Run 1, I/O pins on the die edge:
Drawn at 8 px/um. Pins as bars across the die edge, other pins in grey.
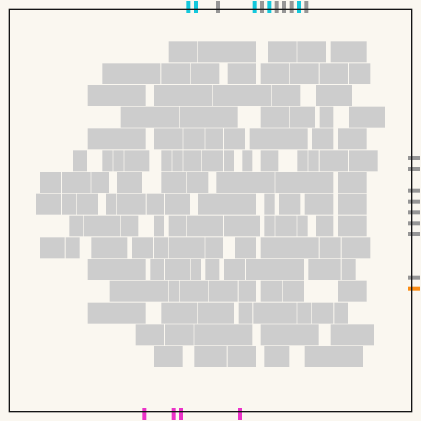
Run 1, local utilization:
Drawn at 8 px/um. The die is cut into 10 by 10 equal tiles; black is low, pale yellow is high, 0 to 100% covered.
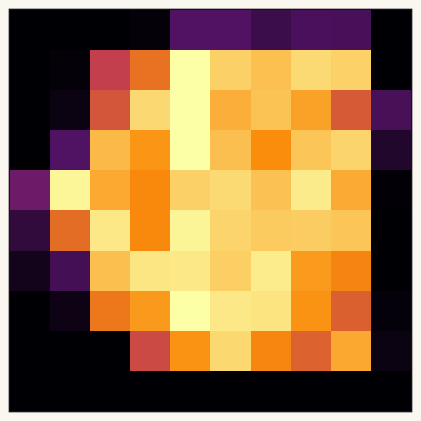
Run 1, placed cells, one colour a class:
Drawn at 6 px/um.
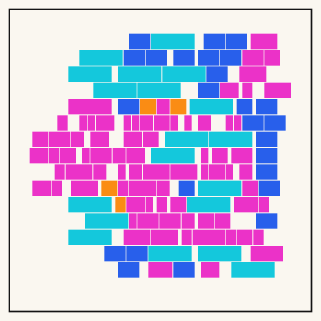
Run 1, routed metal, one colour a layer:
Drawn at 6 px/um.
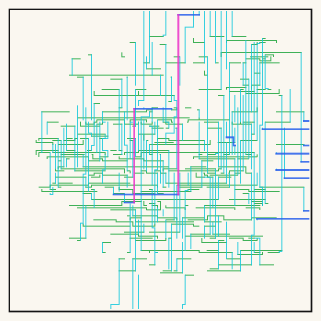
[config.mk]
export PLATFORM = sky130hd
export DESIGN_NAME = versatile_fifo_sync_ctrl
export DESIGN_NICKNAME = d
export VERILOG_FILES = /design/src/rtl/versatile_fifo_pkg.sv /design/src/rtl/versatile_fifo_ptr.sv /design/src/rtl/versatile_fifo_sync_ctrl.sv
export SDC_FILE = /design/constraint.sdc
export NUM_CORES = 1
export LEC_CHECK = 0
export CORE_MARGIN = 3
export CORE_UTILIZATION = 52
export CTS_CLUSTER_DIAMETER = 150
export DETAILED_ROUTE_END_ITERATION = 12
export GPL_TIMING_DRIVEN = 1
export HOLD_SLACK_MARGIN = 0.06
export PLACE_DENSITY = 0.95
export SLEW_MARGIN = 15
export SYNTH_ARGS = -nofsm -noshare
export SYNTH_HDL_FRONTEND = slang
export SYNTH_HIERARCHICAL = 1
export SYNTH_SLANG_ARGS = --single-unit
[constraint.sdc]
create_clock -name clk -period 9.2 [get_ports clk]
set_clock_uncertainty 0.2 [all_clocks]
set_input_delay 2.76 -clock clk [delete_from_list [all_inputs] [get_ports clk]]
set_output_delay 2.76 -clock clk [all_outputs]
set_load 0.005 [all_outputs]
[src/rtl/versatile_fifo_pkg.sv]
// Shared sizing helpers for the single-clock FIFO controller.
//   depth_f   : RAM depth for a given address width
//   ptr_w_f   : pointer width (address bits plus one wrap bit)
//   lvls_ok   : legality of the almost-empty / almost-full thresholds
package versatile_fifo_pkg;

  function automatic int unsigned depth_f(input int unsigned aw);
    return 32'd1 << aw;
  endfunction

  function automatic int unsigned ptr_w_f(input int unsigned aw);
    return aw + 32'd1;
  endfunction

  // AEMPTY_LVL in 0..DEPTH-1, AFULL_LVL in 1..DEPTH
  function automatic bit lvls_ok(input int unsigned aw,
                                 input int unsigned ae,
                                 input int unsigned af);
    return (ae <= depth_f(aw) - 32'd1) && (af >= 32'd1) && (af <= depth_f(aw));
  endfunction

endpackage

[src/rtl/versatile_fifo_ptr.sv]
// Wrap-bit pointer counter for the FIFO controller.
// Ports:
//   clk    : clock
//   rst    : synchronous active-high reset (to 0)
//   clear  : synchronous flush (to 0), lower priority than rst
//   inc    : advance by one, wrapping modulo 2^WIDTH
//   ptr    : registered pointer value
//   nxt_c  : combinational value ptr takes on the next edge
module versatile_fifo_ptr
  import versatile_fifo_pkg::*;
#(
  parameter int unsigned WIDTH = ptr_w_f(4)
) (
  input  logic             clk,
  input  logic             rst,
  input  logic             clear,
  input  logic             inc,
  output logic [WIDTH-1:0] ptr,
  output logic [WIDTH-1:0] nxt_c
);

  // Next pointer value
  always_comb begin
    nxt_c = ptr;
    if (rst || clear) begin
      nxt_c = '0;
    end else if (inc) begin
      nxt_c = ptr + WIDTH'(1);
    end
  end

  // Pointer register
  always_ff @(posedge clk) begin
    ptr <= nxt_c;
  end

endmodule

[src/rtl/versatile_fifo_sync_ctrl.sv]
// Single-clock FIFO controller and status generator for a 2^ADDR_WIDTH-deep
// dual-port RAM. Full/empty come from a wrap bit on each pointer; fill and
// all four flags are registered from the next-state pointers.
// Optional feature macro: VERSATILE_FIFO_ERR_EN adds sticky ovf/udf outputs.
// Ports:
//   clk, rst            : clock, synchronous active-high reset
//   clear               : synchronous flush, same effect as rst
//   wr, rd              : write / read requests
//   wr_ack, rd_ack      : accepted this cycle (RAM enables, combinational)
//   wadr, radr          : RAM write / read addresses
//   fill                : occupancy 0..DEPTH
//   fifo_empty/full     : registered empty / full
//   fifo_aempty/afull   : registered almost-empty / almost-full
//   ovf, udf            : sticky overflow / underflow (macro only)
module versatile_fifo_sync_ctrl
  import versatile_fifo_pkg::*;
#(
  parameter int unsigned ADDR_WIDTH = 4,
  parameter int unsigned AEMPTY_LVL = 2,
  parameter int unsigned AFULL_LVL  = 14
) (
  input  logic                  clk,
  input  logic                  rst,
  input  logic                  clear,
  input  logic                  wr,
  input  logic                  rd,
  output logic                  wr_ack,
  output logic                  rd_ack,
  output logic [ADDR_WIDTH-1:0] wadr,
  output logic [ADDR_WIDTH-1:0] radr,
  output logic [ADDR_WIDTH:0]   fill,
  output logic                  fifo_empty,
  output logic                  fifo_full,
  output logic                  fifo_aempty,
  output logic                  fifo_afull
`ifdef VERSATILE_FIFO_ERR_EN
  ,
  output logic                  ovf,
  output logic                  udf
`endif
);

  localparam int unsigned DEPTH = depth_f(ADDR_WIDTH);
  localparam int unsigned PW    = ptr_w_f(ADDR_WIDTH);

  generate
    if (!lvls_ok(ADDR_WIDTH, AEMPTY_LVL, AFULL_LVL)) begin : g_bad_lvls
      $error("versatile_fifo_sync_ctrl: AEMPTY_LVL/AFULL_LVL out of range");
    end
  endgenerate

  logic [PW-1:0] wp;
  logic [PW-1:0] rp;
  logic [PW-1:0] wp_nxt;
  logic [PW-1:0] rp_nxt;
  logic [PW-1:0] next_fill;

  // Acks depend only on registered flags, so no request-to-ack loop exists
  assign wr_ack = wr & ~fifo_full  & ~rst & ~clear;
  assign rd_ack = rd & ~fifo_empty & ~rst & ~clear;

  versatile_fifo_ptr #(.WIDTH(PW)) u_wp (
    .clk   (clk),
    .rst   (rst),
    .clear (clear),
    .inc   (wr_ack),
    .ptr   (wp),
    .nxt_c (wp_nxt)
  );

  versatile_fifo_ptr #(.WIDTH(PW)) u_rp (
    .clk   (clk),
    .rst   (rst),
    .clear (clear),
    .inc   (rd_ack),
    .ptr   (rp),
    .nxt_c (rp_nxt)
  );

  assign wadr = wp[ADDR_WIDTH-1:0];
  assign radr = rp[ADDR_WIDTH-1:0];

  // Modular pointer difference keeps fill == wp - rp by construction
  assign next_fill = wp_nxt - rp_nxt;

  // Fill and flags, all from the next-state occupancy
  always_ff @(posedge clk) begin
    if (rst || clear) begin
      fill        <= '0;
      fifo_empty  <= 1'b1;
      fifo_full   <= 1'b0;
      fifo_aempty <= 1'b1;
      fifo_afull  <= 1'b0;
    end else begin
      fill        <= next_fill;
      fifo_empty  <= (next_fill == '0);
      fifo_full   <= (next_fill == PW'(DEPTH));
      fifo_aempty <= (next_fill <= PW'(AEMPTY_LVL));
      fifo_afull  <= (next_fill >= PW'(AFULL_LVL));
    end
  end

`ifdef VERSATILE_FIFO_ERR_EN
  // Sticky error flags, cleared only by rst or clear
  always_ff @(posedge clk) begin
    if (rst || clear) begin
      ovf <= 1'b0;
      udf <= 1'b0;
    end else begin
      if (wr && fifo_full)  ovf <= 1'b1;
      if (rd && fifo_empty) udf <= 1'b1;
    end
  end
`else
  // Rejected requests are dropped silently; no error state is kept
`endif

endmodule
==> results.txt, run 1 <==
fresh numbers from the pnr run: crit-path cells clkdlybuf4s50_1 > or2_2 > nor3b_1 > buf_4 > clkdlybuf4s50_1, Reg-to-Reg End fifo_aempty$_SDFF_PP1_, area fraction in compound gates 0.0717, Total GRT Usage 0.193, max_cap viols 0, Simple-Gate Area Share 0.268, Synth Flop Type dfxtp_1, run status completed, DRC 0, Leak 0.507 nW, Seq pwr share 0.625, Post-synth ARST share 0, R2R Setup Slk 6.33 ns, Clock Sinks 19, XOR Share, Synth 0.0692, Comb. pwr 0.00000774 W, CTS tree yes, Comb pwr share 0.059, Syn Nets 113, Post-synth top cells dfxtp_1 (19), nor2_1 (9), nor3_1 (7), area of the multi-input gates 582 sq um, Top delay family on crit path buffers and inverters, post-route insts no fill 151, Post-CTS Setup Bufs 0, DRT iter0 DRCs 11, first-pass detailed-route iteration total 4, Filler cells 128, synthesis-stage register bit count 19, Root Driver clkbuf_4, via count 796, Max Buffers Root-to-Sink 2, area leader, netlist dfxtp_1, Power Clock 0.0000418 W, Worst EP arrival 4.79 ns, min Tclk post-route 7.75 ns
## Picture notes: 'I/O pins on the die edge'
Orange is `clear`, pins 1, direction input, edge right. Cyan is `fill`, pins 5, direction output, edge top. Magenta is `wadr`, pins 4, direction output, edge bottom.
All pins by edge: 11 top, 9 right, 4 bottom.
Die H: 50.1 um
Port Buffer Count: 23

## Picture notes: 'local utilization'
28% of the tiles are nearly empty. The emptiest ninth of the die: lower left. The fullest tile reaches 100%.
Core Area: 1780 sq um
initial core utilization: 0.568
final core occ: 0.721

## Picture notes: 'placed cells, one colour a class'
Cyan is sequential cells, cells 19, share of their area 30%. Orange is clock drivers and dummy loads, cells 4, share of their area 2.2%. Magenta is combinational and other logic, cells 78, share of their area 48%. Blue is remaining buffers and delay cells, cells 25, share of their area 20%.
Rows: 15
flop share of the area: 0.296
post-route cell area: 1280 sq um

## Picture notes: 'routed metal, one colour a layer'
Magenta is metal 4, wire length 45.6 um. Blue is metal 3, wire length 59.0 um. Cyan is metal 2, wire length 1080 um. Green is metal 1, wire length 915 um.

==> run 1: registers in the layout, indices dropped and copies added (netlist names) <==
name / flops
fill: 5
u_rp/ptr: 5
u_wp/ptr: 5
fifo_aempty: 1
fifo_afull: 1
fifo_empty: 1
fifo_full: 1
==> run 1: per-layer routing <==
layer  vias up  share of wire  routed length [um]  global-route usage
li1        405              -                   -                   -
met1       371           0.44                 915               0.219
met2        16           0.51                1080               0.335
met3         4          0.028                  58              0.0363
met4         0          0.021                  45               0.101
met5         -              0                   0                   0
==> run 1: cell type report <==
cell class              instances  area share
well taps                      25      0.0243
repair buffers                 25       0.191
multi-input cells              73       0.453
clock buffers                   3      0.0175
clock inverters                 1     0.00389
inverters                       5      0.0146
flip-flops and latches         19       0.296
## Run 2: what changed since run 1
--- a/config.mk
+++ b/config.mk
@@ -6,12 +6,12 @@
 export NUM_CORES = 1
 export LEC_CHECK = 0
 export CORE_MARGIN = 3
-export CORE_UTILIZATION = 52
+export CORE_UTILIZATION = 48
 export CTS_CLUSTER_DIAMETER = 150
 export DETAILED_ROUTE_END_ITERATION = 12
 export GPL_TIMING_DRIVEN = 1
 export HOLD_SLACK_MARGIN = 0.06
-export PLACE_DENSITY = 0.95
+export PLACE_DENSITY = 0.89
 export SLEW_MARGIN = 15
 export SYNTH_ARGS = -nofsm -noshare
 export SYNTH_HDL_FRONTEND = slang
==> constraint.sdc (replaced) <==
create_clock -name clk -period 7.7 [get_ports clk]
set_clock_uncertainty 0.2 [all_clocks]
set_input_delay 2.31 -clock clk [delete_from_list [all_inputs] [get_ports clk]]
set_output_delay 2.31 -clock clk [all_outputs]
set_load 0.005 [all_outputs]
Run 2, I/O pins on the die edge:
Drawn at 8 px/um. Pins as bars across the die edge, other pins in grey.
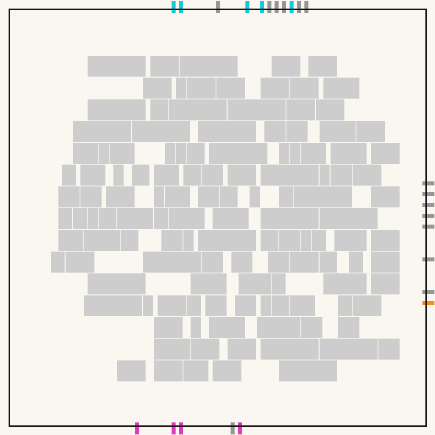
Cyan is `fill`, pins 5, direction output, edge top. Orange is `clear`, pins 1, direction input, edge right. Magenta is `wadr`, pins 4, direction output, edge bottom.
All pins by edge: 11 top, 8 right, 5 bottom.

Run 2, local utilization:
Drawn at 8 px/um. The die is cut into 10 by 10 equal tiles; black is low, pale yellow is high, 0 to 100% covered.
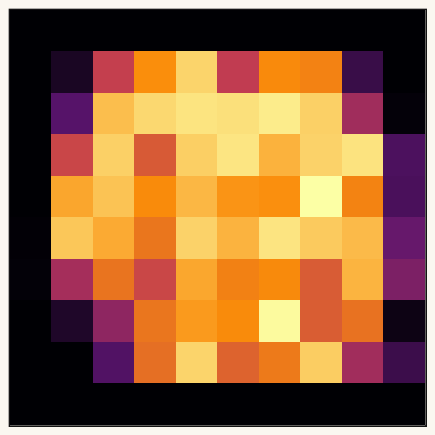
final core occ: 0.691
Core Area: 1860 sq um
initial core utilization: 0.545

==> run 2 against run 1 <==
  * Utilization is 3.0 points lower
  * Final cell count stayed put
  * Largest power group unchanged
  * Critical endpoint is now wr_ack
  * Sequential cell count stayed put
  * Combinational power is 19% higher
  * Total power is 19% higher
  * Register-to-register slack worse by 1.4 ns
  * Via count is 0.75% lower
  * Cell area hardly changed
  * Critical path type unchanged
  * Area after synthesis stayed put
==> results.txt, run 2 <==
fresh numbers from the pnr run: run status completed, Rows 15 (unchanged), hpwl dp 1670 um, slew of the pin with the lowest slew margin 0.423 ns, routing usage on met1 0.174 (-0.0452), busiest grt layer met2, Fmax achieved 148 MHz, M3 GR Usage 0.0258 (-0.0105), synth top area cells dfxtp_1 (38%), ha_1 (7.4%), nand4_2 (4.9%), nor3b_1 (4.4%), nor3_1 (3.5%), TritonCTS buffer count 3, Synth Flop Type dfxtp_1, post-synthesis cell area 1010 sq um, XOR Share, Synth 0.0692 (unchanged), Die ar. 2700 sq um, Port Buffer Count 23 (unchanged), metal3 WL 68 um (+17%), crit-path cells clkdlybuf4s50_1 > or2_2 > nor3b_1 > buf_4 > clkdlybuf4s50_1, Top-area cell share 0.376, Comb. pwr 0.00000924 W (+19%), end point of the critical path wr_ack, Post-synth ARST share 0 (unchanged), post-route cell area 1280 sq um (about the same), Syn Nets 113 (unchanged), area leader, netlist dfxtp_1, DRT iter0 DRCs 5 (-6), final slew viol count 0, max_cap viols 0 (unchanged), sum of negative setup slack 0 ns, M1 wire length 850 um (-7.1%), Post-CTS Setup Bufs 0 (unchanged), first-pass detailed-route iteration total 4 (unchanged), Comb pwr share 0.059 (about the same), via count 790 (-0.75%), GRT met2 Usage 0.312 (-0.0231), Max Buffers Root-to-Sink 2 (unchanged), area fraction in compound gates 0.0717 (unchanged), synth warn 6, DRC 0 (unchanged), Root Driver clkbuf_4, Total GRT Usage 0.163 (-0.0295), synthesis-stage register bit count 19 (unchanged), R2R Setup Slk 4.93 ns (-1.40 ns), Simple-Gate Area Share 0.268 (unchanged), Reg-to-Reg End fifo_aempty$_SDFF_PP1_, Worst EP arrival 4.27 ns (-0.52 ns), Power Clock 0.0000488 W (+17%), CTS tree yes, initial antenna violation count 0, Leak 0.504 nW (-0.54%), metal2 WL 1060 um (-1.9%), Seq pwr share 0.630 (+0.005), largest registers fill (5), u_rp/ptr (5), u_wp/ptr (5), CTS resizes 0, first-pass GRT wire length 3250 um
[run 2: cell counts after synthesis]
Identical to the previous run, type by type.
[run 2: per-stage QoR]
| stage | power (W) | hold slack, ns | instances |
|---|---|---|---|
| CTS | 0.000157 | 0.413 | 151 |
| floorplan | 0.000105 | 0.356 | 101 |
| global route | 0.000163 | 0.447 | 151 |
| finish | 0.000157 | 0.404 | 151 |
| global placement | 0.000110 | 0.376 | 147 |
| detailed placement | 0.000110 | 0.395 | 147 |
[run 2: area by class of cell]
type	count	area [sq um]
Timing Repair Buffer	25	245
Inverter	5	18.8
Tap cell	25	31.3
Sequential cell	19	380
Clock buffer	4	26.3
Multi-Input combinational cell	73	582
Fill cell	140	574
[run 2: worst max-delay path, delay by kind of cell]
family                 cells  cell delay [ns]
buffers and inverters      3             1.27
and+or+nand+nor            2             0.68
Run 2, routed metal, one colour a layer:
Drawn at 6 px/um.
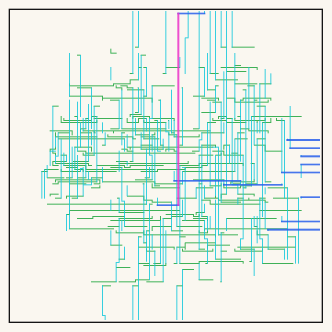

## Run 3: what changed since run 2
--- a/config.mk
+++ b/config.mk
@@ -5,7 +5,7 @@
 export SDC_FILE = /design/constraint.sdc
 export NUM_CORES = 1
 export LEC_CHECK = 0
-export CORE_MARGIN = 3
+export CORE_MARGIN = 2
 export CORE_UTILIZATION = 48
 export CTS_CLUSTER_DIAMETER = 150
 export DETAILED_ROUTE_END_ITERATION = 12
Run 3, routed metal, one colour a layer:
Drawn at 6 px/um.
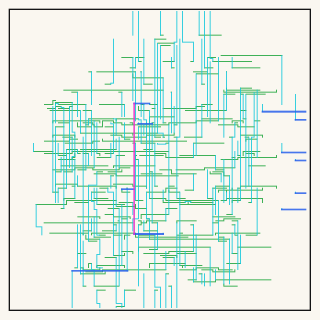
wire per inst: 12.8 um
Total GRT Usage: 0.175
WL final: 1960 um
via count: 788

==> run 3 against run 2 <==
  * Clock-buffer cell count is 1 lower
  * Cell area is 0.29% higher
  * Register-to-register slack lost 0.05 ns
==> results.txt, run 3 <==
fresh numbers from the pnr run: clock network share of area 0.0214 (+0.000912), Synth Flop Type dfxtp_1, Non-clock buffers, area share 0.190 (-0.000556), synth warn 6 (unchanged), TritonCTS buffer count 3 (unchanged), post-route insts no fill 153 (+1.3%), sum of negative setup slack 0 ns (unchanged), CTS resizes 0 (unchanged), busiest grt layer met2, Simple-Gate Area Share 0.268 (unchanged), CTS tree yes, Reg area 380 sq um (unchanged), initial antenna violation count 0 (unchanged), Top-area cell share 0.376 (unchanged), # Taps 27 (+8.0%), R2R Setup Slk 4.88 ns (-0.05 ns), synthesis-stage register bit count 19 (unchanged), Worst EP arrival 4.27 ns (about the same), Logic inverters 5 (unchanged), Syn Nets 113 (unchanged), Non-clk bufs 25 (unchanged), Power Clock 0.0000500 W (+2%), logic share of the area 0.452 (-0.00132), initial core utilization 0.511 (-0.0340), first-pass GRT wire length 3350 um (+3.0%), metal2 WL 1040 um (-2.3%), M3 GR Usage 0.0182 (-0.00761), synth top area cells dfxtp_1 (38%), ha_1 (7.4%), nand4_2 (4.9%), nor3b_1 (4.4%), nor3_1 (3.5%), routing usage on met1 0.197 (+0.0229), CP Buf/Inv Count 3 (unchanged), Clock Buffer Count 3 (-1), run status completed, Top delay family on crit path buffers and inverters, area of the multi-input gates 582 sq um (unchanged), top cell category logic gates, area leader, netlist dfxtp_1, XOR Share, Synth 0.0692 (unchanged), Seq pwr share 0.626 (-0.004), post-synthesis cell area 1010 sq um (unchanged), Filler cells 168 (+20%), flip-flops 19 (unchanged), DRT iter0 DRCs 13 (+8), metal3 WL 40 um (-41%), M1 wire length 862 um (+1.4%), placed instance count 149 (+1.4%), largest registers fill (5), u_rp/ptr (5), u_wp/ptr (5), Comb. pwr 0.00000910 W (-2%), Reg-to-Reg End fifo_aempty$_SDFF_PP1_, Root Driver clkbuf_4
Run 3, placed cells, one colour a class:
Drawn at 6 px/um.
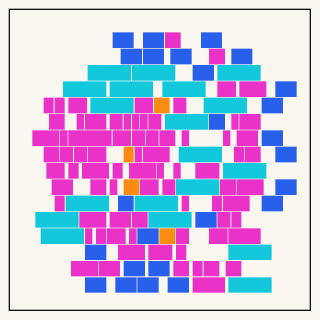
post-route cell area: 1290 sq um
final core occ: 0.650
Core Area: 1980 sq um
Rows: 16

## run 3: how the worst max path moves through the flow
stage / start / to / cells past startpoint / slack, ns
floorplan: clear / rd_ack / 3 / 2.10
global placement: clear / rd_ack / 5 / 0.99
detailed placement: clear / rd_ack / 5 / 0.89
CTS: clear / rd_ack / 5 / 0.89
global route: clear / rd_ack / 5 / 0.78
finish: clear / rd_ack / 5 / 0.92
## run 3: metrics by stage
| step | setup slack [ns] | hold slack [ns] | util |
|---|---|---|---|
| 6_report | 0.917 | 0.397 | 0.650 |
| 3_5_place_dp | 0.890 | 0.381 | 0.636 |
| 5_1_grt | 0.780 | 0.419 | 0.650 |
| 4_1_cts | 0.895 | 0.401 | 0.650 |
| 2_1_floorplan | 2.10 | 0.356 | - |
| 3_3_place_gp | 0.992 | 0.370 | 0.636 |
Power and IR drop assume default switching activity.
